===== src/rtl/nibble_serial_adder_pkg.sv =====
// Shared definitions for the nibble-serial adder: FSM encoding, nibble width
// and small helpers used by the top level.
package nibble_serial_adder_pkg;

    localparam int NIBBLE_W = 4;

    typedef enum logic [1:0] {
        IDLE = 2'd0,
        RUN  = 2'd1,
        DONE = 2'd2
    } state_t;

    // The unused code 2'd3 behaves exactly like IDLE.
    function automatic logic is_idle(input state_t s);
        return !((s == RUN) || (s == DONE));
    endfunction

    function automatic int idx_width(input int nibbles);
        return (nibbles > 1) ? $clog2(nibbles) : 1;
    endfunction

endpackage


===== src/rtl/nibble_serial_adder_adder_4bit.sv =====
// Combinational 4-bit adder slice used once per cycle by the serial adder.
module adder_4bit
    import nibble_serial_adder_pkg::*;
(
    input  logic [NIBBLE_W-1:0] A,
    input  logic [NIBBLE_W-1:0] B,
    input  logic                cin,
    output logic [NIBBLE_W-1:0] sum,
    output logic                cout
);

    assign {cout, sum} = {1'b0, A} + {1'b0, B} + {{NIBBLE_W{1'b0}}, cin};

endmodule


===== src/rtl/nibble_serial_adder.sv =====
// WIDTH-bit adder that pushes one nibble per cycle through a single adder_4bit,
// LSB nibble first, with the carry held in a register between cycles.
module nibble_serial_adder
    import nibble_serial_adder_pkg::*;
#(
    parameter int WIDTH = 16
) (
    input  logic             clk,
    input  logic             rst_n,
    input  logic             in_valid,
    output logic             in_ready,
    input  logic [WIDTH-1:0] a,
    input  logic [WIDTH-1:0] b,
    input  logic             cin,
    output logic             out_valid,
    input  logic             out_ready,
    output logic [WIDTH-1:0] sum,
    output logic             cout,
    output logic             busy
);

    localparam int NIBBLES = WIDTH / NIBBLE_W;
    localparam int IDX_W   = idx_width(NIBBLES);

    state_t             state;
    state_t             next_state;
    logic [IDX_W-1:0]   idx;
    logic [WIDTH-1:0]   a_reg;
    logic [WIDTH-1:0]   b_reg;
    logic               carry_reg;
    logic [NIBBLE_W-1:0] nib_sum;
    logic               nib_cout;
    logic               last_nibble;

    assign last_nibble = (idx == IDX_W'(NIBBLES - 1));

    adder_4bit u_adder (
        .A    (a_reg[NIBBLE_W*idx +: NIBBLE_W]),
        .B    (b_reg[NIBBLE_W*idx +: NIBBLE_W]),
        .cin  (carry_reg),
        .sum  (nib_sum),
        .cout (nib_cout)
    );

    // NOTE: sequential state uses non-blocking assignments so every register
    // samples pre-edge values regardless of statement order.
    always_ff @(posedge clk or negedge rst_n) begin
        if (!rst_n) begin
            state <= IDLE;
        end else begin
            state <= next_state;
        end
    end

    // NOTE: next_state gets a default first so no path through the case can
    // leave it unassigned and infer a latch.
    always_comb begin
        next_state = state;
        case (state)
            RUN:     if (last_nibble) next_state = DONE;
            DONE:    if (out_ready)   next_state = IDLE;
            default: if (in_valid)    next_state = RUN;
        endcase
    end

    always_ff @(posedge clk or negedge rst_n) begin
        if (!rst_n) begin
            idx       <= '0;
            carry_reg <= 1'b0;
            a_reg     <= '0;
            b_reg     <= '0;
            sum       <= '0;
            cout      <= 1'b0;
        end else begin
            case (state)
                RUN: begin
                    sum[NIBBLE_W*idx +: NIBBLE_W] <= nib_sum;
                    carry_reg                     <= nib_cout;
                    if (last_nibble) begin
                        cout <= nib_cout;
                    end else begin
                        idx <= idx + 1'b1;
                    end
                end
                DONE: begin
                    // Result is held until the consumer takes it.
                end
                default: begin
                    if (in_valid) begin
                        a_reg     <= a;
                        b_reg     <= b;
                        carry_reg <= cin;
                        idx       <= '0;
                        sum       <= '0;
                    end
                end
            endcase
        end
    end

    assign in_ready  = is_idle(state);
    assign out_valid = (state == DONE);
    assign busy      = (state == RUN) || (state == DONE);

endmodule

===== config.mk =====
export PLATFORM = sky130hd
export DESIGN_NAME = nibble_serial_adder
export DESIGN_NICKNAME = d
export VERILOG_FILES = /design/src/rtl/nibble_serial_adder_pkg.sv /design/src/rtl/nibble_serial_adder_adder_4bit.sv /design/src/rtl/nibble_serial_adder.sv
export SDC_FILE = /design/constraint.sdc
export NUM_CORES = 1
export LEC_CHECK = 0
export ABC_CLOCK_PERIOD_IN_PS = 2540
export CAP_MARGIN = 20
export CORE_ASPECT_RATIO = 0.9
export CORE_MARGIN = 5
export CORE_UTILIZATION = 25
export DETAILED_ROUTE_END_ITERATION = 6
export GPL_TIMING_DRIVEN = 0
export PLACE_DENSITY_LB_ADDON = 0.1
export SLEW_MARGIN = 40
export SYNTH_ARGS = -nofsm -noshare
export SYNTH_HDL_FRONTEND = slang
export SYNTH_SLANG_ARGS = --single-unit

===== constraint.sdc =====
create_clock -name clk -period 2.54 [get_ports clk]
set_clock_uncertainty 0.1 [all_clocks]
set_input_delay 0.762 -clock clk [delete_from_list [all_inputs] [get_ports clk]]
set_output_delay 0.762 -clock clk [all_outputs]
set_load 0.01 [all_outputs]

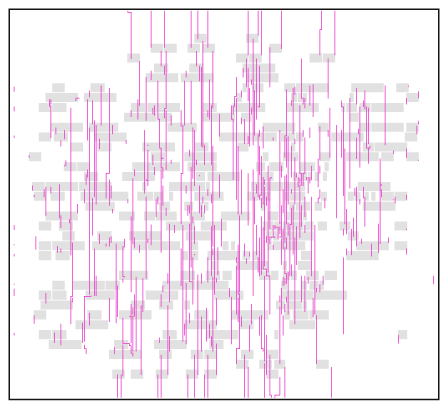
(images/m2.png)
The layer carries 3180 µm of wire. 270 nets have wire on it. The longest straight run is 45.9 µm. The layer holds 49% of the routed length.
DR vias: 1786
final WL: 6430 µm

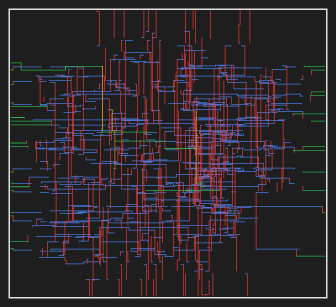
(images/layers.png)
M4: marked orange, wire length 72.3 µm. M3: marked green, wire length 285 µm. M1: marked blue, wire length 2900 µm. M2: marked red, wire length 3180 µm.

==> impl_metrics.env <==
# physical design summary
export IMPL_critPathArrivalTime_ns=2.57
export IMPL_grt_remaining_overflow=0
export IMPL_syn_avg_cell_area_um2=13.1
export IMPL_grt_max_degree=40
export IMPL_yosysWarnings=0
export IMPL_stdcell_count=403
export IMPL_dr_pass1_iters=4
export IMPL_rows=35
export IMPL_clkTransAtPathRegs_ns=0.07
export IMPL_dieHeight_um=107
export IMPL_layout_cells_most_common_list="dfrtp_1 (54), clkdlybuf4s50_1 (54), mux2_2 (32)"
export IMPL_drc=0
export IMPL_grt_pass1_vias=1999
export IMPL_ys_flops=54
export IMPL_dr_first_iter_drc_count=58
export IMPL_largest_area_cell="dfrtp_1"
export IMPL_crit_path_start_kind="register"
export IMPL_place_area_um2=3360
export IMPL_powerDensity_nw_per_um2=1370
export IMPL_route_top_layer_used="met4"
export IMPL_r2r_start="idx[0]"
export IMPL_tool_warnings=33
export IMPL_wl_met1_um=2900
export IMPL_synthToLayoutAreaGrowth_pct=38.9
export IMPL_initCoreUtil_pct=25.5
export IMPL_path_buffers=4
export IMPL_total_power_mw=4.97
export IMPL_fillCellCount=1061
export IMPL_cts_sinks=54
export IMPL_final_util_pct=35.5
export IMPL_vdd_drop_max_uv=591
export IMPL_dp_cells=386
export IMPL_cp_end_kind="register"
export IMPL_diodes=0
export IMPL_crit_path_max_incr_delay_ns=0.52
export IMPL_tns_ns=0
export IMPL_status="finished, final reports clean"
export IMPL_ant_nets=0
export IMPL_synth_cellmix_adderShare_pct=5.83
export IMPL_cap_violations=0
export IMPL_root_buffer="clkbuf_16"
export IMPL_worstPathCellList="buf_6 -> buf_12 -> mux4_2 -> fa_2 -> inv_2 -> fa_2 -> inv_2 -> a21o_1 -> a21oi_2 -> a31oi_1"
export IMPL_p_leak_nw=1.56
export IMPL_chip_area_um2=12600
export IMPL_met3_length_um=284
export IMPL_seq_area_um2=1350
export IMPL_htree_levels=2
export IMPL_ys_flop_type="dfrtp_1"
export IMPL_routedWlPerCell_um=16.0
export IMPL_setup_violations=0
export IMPL_cts_buffers=5
export IMPL_synthArstFlopShare_pct=100
export IMPL_synth_cell_types=37
export IMPL_topCombFamilyByArea="multiplexers"
export IMPL_port_buffers=56
export IMPL_cp_required_ns=2.61
export IMPL_max_freq_ghz=0.399
export IMPL_aoi_share_pct=9.89
export IMPL_crit_start="idx[0]"
export IMPL_fin_ws_ns=0.0366
export IMPL_grt_pass1_wl_um=10400
export IMPL_power_frac_clock_pct=13.9
export IMPL_timing_hold_ws_ns=0.228
export IMPL_crit_family="adder cells"
export IMPL_yosysChipArea_um2=2620
export IMPL_place_congestion=0.761
export IMPL_die_width_um=118
export IMPL_mux_share_pct=21.0
export IMPL_drive_above_1_share_pct=28.8
export IMPL_nets=321
[what timing repair did]
item | CTS | global route
pin swaps | 4 | 5
hold buffers | 0 | 0
setup endpoints to repair | 15 | 9
gates resized | 11 | 3
setup buffers | 7 | 2
[power groups by stage]
stage	Combinational, mW	Sequential [mW]	Clock (mW)
2_1_floorplan	1.73	1.36	0
3_3_place_gp	2.53	1.40	0
3_5_place_dp	2.54	1.41	0
4_1_cts	2.86	1.40	0.711
5_1_grt	3.20	1.44	0.736
6_report	2.89	1.39	0.690
[cells in the mapped netlist, types with 3 or more instances]
cell     number
a21oi_1       4
inv_1        12
o21ai_1       3
nor3_1        3
a22o_1       12
buf_2         5
mux4_2        8
dfrtp_1      54
ha_1          9
mux2_2       32
nor2_1        3
o21ai_0       6
a21o_1        5
nand2_1      17
[metal layers]
layer	track usage, %	up-vias
li1	-	869
met2	17.9	38
met5	0	-
met1	12.9	871
met3	2.64	8
met4	2.95	0
[cell families after synthesis]
logic type,Yosys count
and+or+nand+nor,33
adders and majority gates,11
DFF,54
muxes,41
xor gates and xnor gates,2
AOI/OAI and AO/OA,37
buffers and inverters,22
[layout make-up]
| type | instances | share of cell area (%) |
|---|---|---|
| inverters | 13 | 1.48 |
| well taps | 129 | 4.44 |
| multi-input cells | 124 | 32.8 |
| plain buffers | 9 | 2.03 |
| clock inverters | 2 | 0.379 |
| repair buffers | 66 | 18.2 |
| clock buffers | 6 | 3.54 |
| flip-flops and latches | 54 | 37.2 |
[worst paths after layout]
check | end | slack (ns) | depth (start not counted)
worst min-delay path | state[1] | 0.23 | 1
max in group asynchronous | idx[1] | 1.62 | 2
worst max register to register | carry_reg | 0.04 | 10
worst min register to register | sum[14] | 0.38 | 2
worst max-delay path | carry_reg | 0.04 | 10
min in group clk | sum[14] | 0.38 | 2
